**Run 1: ports around the boundary**

Pins as bars across the die edge, other pins in grey.
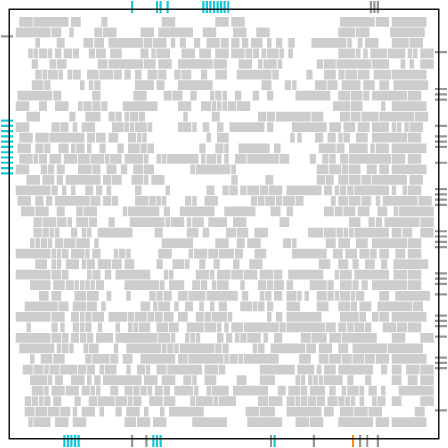
**Run 1: clock distribution**

Bar = 20 microns.
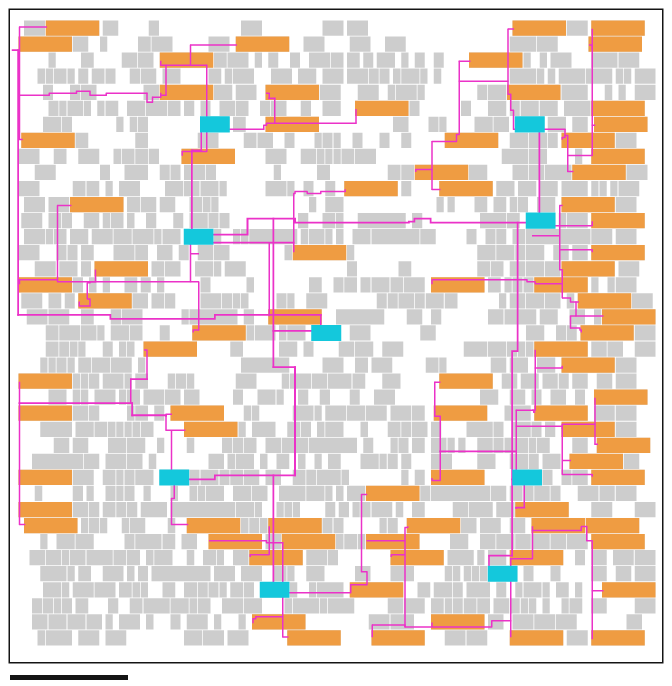
**Run 1: cell classes on the final placement**

Fill, decap, tap and diode cells in grey.
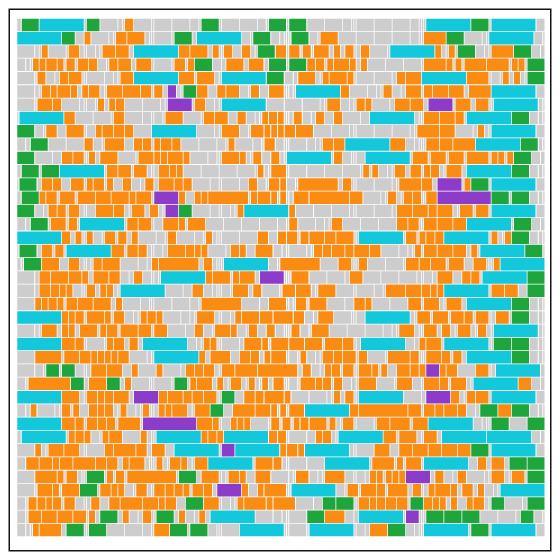
**Run 1: placement view**

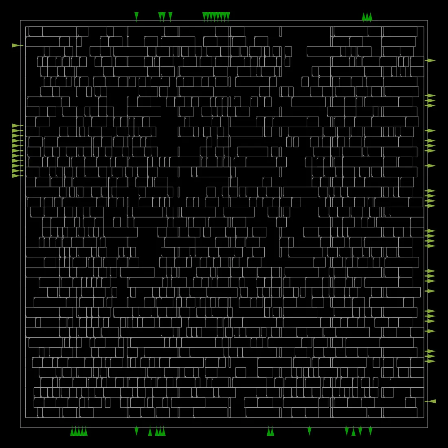
$ cat src/rtl/fp32_to_int_conv.sv
`default_nettype none
// ============================================================================
// fp32_to_int_conv : multi-cycle IEEE-754 binary32 -> int32/uint32 converter
// Optional macro FP2INT_RNE_EN selects round-to-nearest-even (default truncate)
// Revision: 1.0
// ============================================================================
module fp32_to_int_conv #(
    parameter int SIZE_DATA  = 32,
    parameter int SHIFT_STEP = 4
) (
    input  logic                 i_clk,
    input  logic                 i_rst_n,
    input  logic                 i_valid,
    output logic                 o_ready,
    input  logic [SIZE_DATA-1:0] i_floating,
    input  logic                 i_signed,
    output logic                 o_valid,
    input  logic                 i_ready,
    output logic [SIZE_DATA-1:0] o_int_result,
    output logic                 o_flag_invalid,
    output logic                 o_flag_inexact
);

    typedef enum logic [1:0] {
        IDLE   = 2'd0,
        SHIFT  = 2'd1,
        FINISH = 2'd2,
        DONE   = 2'd3
    } state_t;

    localparam logic [4:0] STEP_C = 5'(SHIFT_STEP);

    state_t      state, state_next;
    logic        sign, is_signed, shift_left, special, is_nan;
    logic [31:0] work;
    logic        guard, sticky;
    logic [4:0]  cnt;

    // Operand classification, evaluated on the accept cycle
    logic [7:0]  exp_in;
    logic [22:0] frac_in;
    logic [7:0]  exp_diff;
    logic        acc_special, acc_nan, acc_left, acc_sticky;
    logic [4:0]  acc_cnt;
    logic [31:0] acc_work;

    assign exp_in  = i_floating[30:23];
    assign frac_in = i_floating[22:0];

    always_comb begin
        acc_special = (exp_in == 8'hFF) || (exp_in >= 8'd159);
        acc_nan     = (exp_in == 8'hFF) && (frac_in != 23'd0);
        acc_left    = 1'b0;
        acc_sticky  = 1'b0;
        acc_cnt     = 5'd0;
        acc_work    = {8'd0, 1'b1, frac_in};
        exp_diff    = 8'd0;
        if (exp_in == 8'd0) begin
            acc_work   = 32'd0;
            acc_sticky = (frac_in != 23'd0);
        end else if (acc_special) begin
            acc_cnt = 5'd0;
        end else if (exp_in >= 8'd150) begin
            acc_left = 1'b1;
            exp_diff = exp_in - 8'd150;
            acc_cnt  = exp_diff[4:0];
        end else if (exp_in < 8'd124) begin
            acc_cnt = 5'd26;
        end else begin
            exp_diff = 8'd150 - exp_in;
            acc_cnt  = exp_diff[4:0];
        end
    end

    // One shifter step: guard takes the last bit out, sticky the ones before it
    logic [4:0]  amt;
    logic [31:0] lost_mask, guard_mask;
    logic        sh_guard, sh_sticky;

    always_comb begin
        amt        = (cnt < STEP_C) ? cnt : STEP_C;
        lost_mask  = (32'd1 << amt) - 32'd1;
        guard_mask = 32'd1 << (amt - 5'd1);
        sh_guard   = |(work & guard_mask);
        sh_sticky  = sticky | guard | (|(work & lost_mask & ~guard_mask));
    end

    logic [32:0] mag;
    logic [31:0] sat_val, nan_val, fin_result;
    logic        in_range, fin_invalid, fin_inexact;

    always_comb begin
`ifdef FP2INT_RNE_EN
        mag = {1'b0, work} + 33'(guard & (sticky | work[0]));
`else
        mag = {1'b0, work};
`endif
        if (is_signed) begin
            sat_val  = sign ? 32'h8000_0000 : 32'h7FFF_FFFF;
            nan_val  = 32'h7FFF_FFFF;
            in_range = (mag <= 33'h0_7FFF_FFFF) || ((mag == 33'h0_8000_0000) && sign);
        end else begin
            sat_val  = sign ? 32'h0000_0000 : 32'hFFFF_FFFF;
            nan_val  = 32'hFFFF_FFFF;
            in_range = !mag[32] && !(sign && (mag != 33'd0));
        end
        fin_result  = (sign && is_signed) ? (32'd0 - mag[31:0]) : mag[31:0];
        fin_invalid = 1'b0;
        fin_inexact = guard | sticky;
        if (special) begin
            fin_result  = is_nan ? nan_val : sat_val;
            fin_invalid = 1'b1;
            fin_inexact = 1'b0;
        end else if (!in_range) begin
            fin_result  = sat_val;
            fin_invalid = 1'b1;
            fin_inexact = 1'b0;
        end
    end

    assign o_ready = (state == IDLE);

    always_ff @(posedge i_clk or negedge i_rst_n) begin
        if (!i_rst_n) state <= IDLE;
        else          state <= state_next;
    end

    always_comb begin
        state_next = state;
        case (state)
            IDLE:    if (i_valid) state_next = (acc_cnt != 5'd0) ? SHIFT : FINISH;
            SHIFT:   if (cnt == amt) state_next = FINISH;
            FINISH:  state_next = DONE;
            DONE:    if (i_ready) state_next = IDLE;
            default: state_next = IDLE;
        endcase
    end

    always_ff @(posedge i_clk or negedge i_rst_n) begin
        if (!i_rst_n) begin
            sign           <= 1'b0;
            is_signed      <= 1'b0;
            shift_left     <= 1'b0;
            special        <= 1'b0;
            is_nan         <= 1'b0;
            work           <= 32'd0;
            guard          <= 1'b0;
            sticky         <= 1'b0;
            cnt            <= 5'd0;
            o_valid        <= 1'b0;
            o_int_result   <= '0;
            o_flag_invalid <= 1'b0;
            o_flag_inexact <= 1'b0;
        end else begin
            case (state)
                IDLE: if (i_valid) begin
                    sign       <= i_floating[31];
                    is_signed  <= i_signed;
                    shift_left <= acc_left;
                    special    <= acc_special;
                    is_nan     <= acc_nan;
                    work       <= acc_work;
                    guard      <= 1'b0;
                    sticky     <= acc_sticky;
                    cnt        <= acc_cnt;
                end
                SHIFT: begin
                    cnt <= cnt - amt;
                    if (shift_left) begin
                        work <= work << amt;
                    end else begin
                        work   <= work >> amt;
                        guard  <= sh_guard;
                        sticky <= sh_sticky;
                    end
                end
                FINISH: begin
                    o_valid        <= 1'b1;
                    o_int_result   <= fin_result;
                    o_flag_invalid <= fin_invalid;
                    o_flag_inexact <= fin_inexact;
                end
                DONE: if (i_ready) begin
                    o_valid        <= 1'b0;
                    o_flag_invalid <= 1'b0;
                    o_flag_inexact <= 1'b0;
                end
                default: ;
            endcase
        end
    end

endmodule
`default_nettype wire

$ cat config.mk
export PLATFORM = sky130hd
export DESIGN_NAME = fp32_to_int_conv
export DESIGN_NICKNAME = d
export VERILOG_FILES = /design/src/rtl/fp32_to_int_conv.sv
export SDC_FILE = /design/constraint.sdc
export NUM_CORES = 1
export LEC_CHECK = 0
export CAP_MARGIN = 15
export CORE_UTILIZATION = 59
export CTS_BUF_LIST = sky130_fd_sc_hd__clkbuf_4 sky130_fd_sc_hd__clkbuf_8
export CTS_CLUSTER_SIZE = 40
export DETAILED_ROUTE_END_ITERATION = 8
export PLACE_DENSITY_LB_ADDON = 0.1
export SLEW_MARGIN = 20
export SYNTH_ARGS = -nofsm -noshare
export SYNTH_HDL_FRONTEND = slang
export SYNTH_SLANG_ARGS = --single-unit
$ cat constraint.sdc
create_clock -name i_clk -period 5.3 [get_ports i_clk]
set_clock_uncertainty 0.15 [all_clocks]
set_input_delay 0.53 -clock i_clk [delete_from_list [all_inputs] [get_ports i_clk]]
set_output_delay 0.53 -clock i_clk [all_outputs]
set_load 0.005 [all_outputs]
==> reports/metrics.csv, run 1 <==
stage,metric,value,unit
run_status,status,finished clean,
yosys,flop_cell,dfrtp_1,
worst_setup_path,path_cells,inv_1 > ha_1 > nor3b_1 > nand3_1 > a2111oi_4 > o21bai_2 > and2_4 > a211oi_1,
yosys,synth_seq_share,29.2,%
cts,htree_levels,3,
finish,syn_to_final_growth,13.1,%
worst_setup_path,startpoint,work[0],
placed_design,pre_cts_ws,1.98,ns
finish,nonClkBufAreaFrac,10.6,%
worst_setup_path,worst_setup_path_start_kind,flip-flop,
routing,dr.pass1.iters,6,
worst_setup_path,crit_cells,8,
run,drv_cap,0,
final_timing,min_period,3.50,ns
placed_design,hpwl,16.5,mm
cts,ctsHoldBuffers,1,
finish,stdcell_area,7850,sq um
die,dieArea,12200,sq um
routing,drt_iter0_markers,901,
cts,cts_buffer_depth,2,
die,rows,39,
placed_design,gp_congestion,1.00,
yosys,adder_share,2.34,%
die,io_pins,73,
yosys,netlist_area,6950,sq um
final_timing,fmax,0.286,GHz
yosys,syn_nets,918,
yosys,ys_top_logic_family,AND-OR/OR-AND gates,
yosys,simple_gate_share,20.3,%
finish,comb_share,57.7,%
yosys,yosys.area.top_type_share,29.2,%
finish,logic_gate_count,682,
final_timing,tightest_slew,1.13,ns
cts,cts_tree,yes,
yosys,synthCells,868,
finish,fin_nets,928,
power,total_power,5.40,mW
finish,mostFrequentLayoutCells,"nand2_1 (97), dfrtp_1 (81), nor2_1 (77)",
routing,drcViolationCount,0,
global_route,grt_max_degree,47,
final_timing,setup_ws,1.80,ns
routing,antenna_left,0,
yosys,top_cells_by_count,"nand2_1 (97), dfrtp_1 (81), nor2_1 (77)",
finish,finalNonFillerCells,1026,
worst_hold_path,min_path_cells,1,
finish,reg_top3,"o_int_result (32), work (32), cnt (5)",
yosys,yosys.area_share.aoi,30.9,%
power,ir_worst_vdd,0.000566,V
cts,cts.sinks,81,
finish,largest_cell_class,multi-input combinational cells,
yosys,synthMostInstantiatedCell,nand2_1,
final_timing,max_slew_margin,24.2,%
power,leakage,2.84,nW
worst_setup_path,worstRegToRegCells,8,
cts,post-cts-setup-buffer-count,0,
global_route,antenna_found_initial,0,
routing,routed.top_layer,met4,
finish,logic_area,4530,sq um
finish,antenna_cells,0,
-- 'ports around the boundary' (at the start) --
[o_flag_invalid] orange | pins: 1 | direction: output | edge: bottom
[i_floating] cyan | pins: 32 | direction: input | edge: 12 top, 11 left, 9 bottom
all pins by edge: 29 right, 17 bottom, 15 top, 12 left
Die Height: 111 microns
Die X-Extent: 111 microns
Port-buffer cells: 72

-- 'clock distribution' (at the start) --
[clock drivers] cyan | count: 9
[clock wires] magenta | length: 1210 microns
[flip-flops] orange | count: 81
routed clock nets: 10
Clk pwr share: 9.8%
Clock group: 529 uW
Insertion Delay late pin: 0.40 ns

-- 'cell classes on the final placement' (at the start) --
[sequential cells] cyan | cells: 81 | share of their area: 26%
[combinational and other logic] orange | cells: 699 | share of their area: 60%
[remaining buffers and delay cells] green | cells: 87 | share of their area: 11%
[clock drivers and dummy loads] purple | cells: 16 | share of their area: 2.9%

-- 'placement view' (at the start) --
flip-flops: 81
register share of the cell area: 25.8%
number of fillers in the final layout: 925
# Taps: 143
Core Area: 11500 sq um

[run 1: per-layer routing]
layer	GRT usage, %	vias to the layer above
met3	9.93	123
li1	-	3270
met5	0	-
met2	60.8	563
met1	52.8	3521
met4	22.5	0
[run 1: report_power, final]
part	switching [mW]	total (mW)	leakage (nW)	internal, mW
logic	1.88	3.30	1.80	1.42
registers	0.640	1.57	0.935	0.930
clock network	0.254	0.529	0.106	0.275
[run 1: worst reg2reg max path, stage by stage, from the launching register on]
cell	delay, ns
dfrtp_1	0.51
inv_1	0.32
ha_1	0.26
nor3b_1	0.40
nand3_1	0.43
a2111oi_4	0.53
o21bai_2	0.25
and2_4	0.31
a211oi_1	0.25
--- run 2 (diff from run 1) ---
==> constraint.sdc (replaced) <==
create_clock -name i_clk -period 3.64 [get_ports i_clk]
set_clock_uncertainty 0.15 [all_clocks]
set_input_delay 0.364 -clock i_clk [delete_from_list [all_inputs] [get_ports i_clk]]
set_output_delay 0.364 -clock i_clk [all_outputs]
set_load 0.005 [all_outputs]
**Run 2: cell classes on the final placement**

Fill, decap, tap and diode cells in grey.
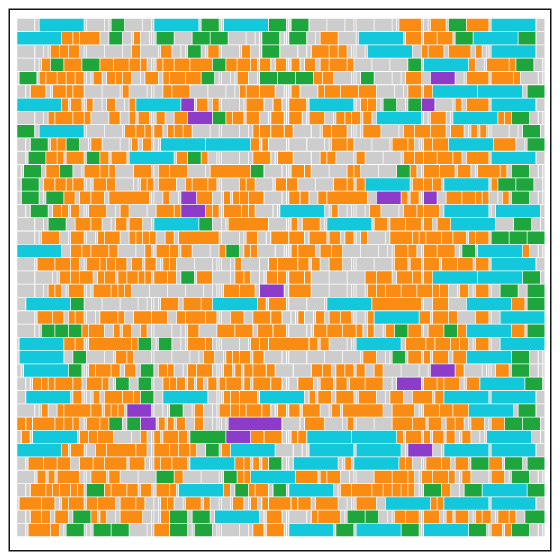
[remaining buffers and delay cells] green | cells: 119 | share of their area: 14%
[clock drivers and dummy loads] purple | cells: 16 | share of their area: 2.6%
[combinational and other logic] orange | cells: 699 | share of their area: 58%
[sequential cells] cyan | cells: 81 | share of their area: 26%
register share of the cell area: 25.1%
row cnt: 39
Finished Core Util: 70.5%
cell area after layout: 8090 sq um

==> reports/metrics.csv, run 2 <==
stage,metric,value,unit,change
global_route,met1_usage,54.9,%,+2.1 points
yosys,ys_top_logic_family,AND-OR/OR-AND gates,,
power,p_seq,1.87,mW,+19%
die,io_pins,73,,unchanged
finish,antenna_cells,0,,unchanged
routing,vias,7792,,
finish,final_layout_size_suffix_gt1_share,10.9,%,
power,top_power_group,combinational logic,,
power,p_int,3.97,mW,+52%
die,dieWidth,111,microns,unchanged
global_route,met2_usage,64.2,%,+3.4 points
finish,reg_top3,"o_int_result (32), work (32), cnt (5)",,
worst_setup_path,worst_setup_path_start_kind,flip-flop,,
run_status,status,finished clean,,
cts,insertion_delay,0.39,ns,about the same
yosys,synth_seq_share,29.2,%,unchanged
die,dieArea,12200,sq um,unchanged
die,core_area,11500,sq um,unchanged
global_route,antenna_found_initial,0,,unchanged
yosys,flop_cell,dfrtp_1,,
final_timing,min_period,3.29,ns,-0.209 ns
finish,logic_area,4520,sq um,-0.28%
power,total_power,8.18,mW,+52%
power,pg_clk,720,uW,+36%
finish,clock_cell_area_share,2.57,%,
power,leakage,3.00,nW,+5.3%
placed_design,placedCellCount,1041,,
finish,syn_to_final_growth,16.4,%,
cts,cts_tree,yes,,
power,p_sw,4.20,mW,+51%
worst_setup_path,cp_top_family,simple AND/OR/NAND/NOR gates,,
power,power_frac_comb,68.3,%,+7.2 points
cts,htree_levels,3,,unchanged
power,pwr-share-clk,8.8,%,-1.0 points
placed_design,port_buffers,72,,unchanged
yosys,adder_share,2.34,%,unchanged
finish,ff_count,81,,unchanged
power,p_seq_share,22.9,%,-6.2 points
global_route,grt_busiest_layer,met2,,
yosys,simple_gate_share,20.3,%,unchanged
worst_setup_path,path_cells,buf_4 > nor4_1 > nand4b_1 > a2111oi_4 > o21bai_2 > and2_4 > a211oi_1,,
routing,drcViolationCount,0,,unchanged
run,openroad.warnings,32,,
yosys,yosys.area_share.aoi,30.9,%,unchanged
yosys,syn_nets,918,,unchanged
yosys,yosys.area.top_type_share,29.2,%,unchanged
routing,drt_iter0_markers,1231,,+37%
power,p_comb,5.58,mW,+69%
cts,cts_buffers,9,,
die,nWellTaps,143,,unchanged
power,switching_share,51.4,%,about the same
final_timing,tightest_slew,1.05,ns,-0.0861 ns
power,ir_worst_vdd,0.000797,V,+41%
placed_design,gp_congestion,0.972,,-2.9%
final_timing,fmax,0.304,GHz,+6.4%
final_timing,setup_viol,0,,
global_route,grt_max_degree,82,,+74%
routing,dr.pass1.iters,6,,unchanged
finish,fill_cells,901,,-2.6%
finish,finalNonFillerCells,1058,,+3.1%
routing,antenna_left,0,,unchanged
yosys,avgSynthCellArea,8.00,sq um,
run,drv_cap,0,,unchanged
cts,cts_buffer_depth,2,,unchanged
placed_design,pre_cts_ws,0.506,ns,-1.47 ns
placed_design,hpwl,17.6,mm,+6.7%
finish,logic_gate_count,682,,unchanged
yosys,top_cells_by_count,"nand2_1 (97), dfrtp_1 (81), nor2_1 (77)",,
finish,largest_cell_class,multi-input combinational cells,,
yosys,synthCells,868,,unchanged
finish,nonClkBufAreaFrac,13.5,%,+2.9 points
final_timing,setup_ws,0.349,ns,-1.45 ns
cts,cts.sinks,81,,unchanged
yosys,synthMostInstantiatedCell,nand2_1,,
finish,mostFrequentLayoutCells,"nand2_1 (97), dfrtp_1 (81), nor2_1 (77)",,
[run 2: worst paths after layout]
check | from | to | slack, ns | cells after the start
setup / recovery | work[19] | o_int_result[23] | 0.35 | 7
hold / removal | o_int_result[28] | o_int_result[28] | 0.33 | 1
setup reg to reg | work[19] | o_int_result[23] | 0.35 | 7
hold reg to reg | o_int_result[28] | o_int_result[28] | 0.33 | 1
max in group asynchronous | i_rst_n | work[1] | 2.36 | 2
min in group asynchronous | i_rst_n | o_valid | 0.47 | 2
[run 2: routing by layer]
metal,part of all wire [%],vias up
met5,0,-
li1,-,3341
met4,6.0,0
met2,44,650
met1,38,3645
met3,12,156
[run 2: what timing repair did]
item | 4_1_cts | 5_1_grt
buffers inserted | 0 | 0
hold endpoints to repair | 0 | 81
hold buffers | 0 | 1
Power figures rest on the tool's default switching activity, not on a simulated workload.
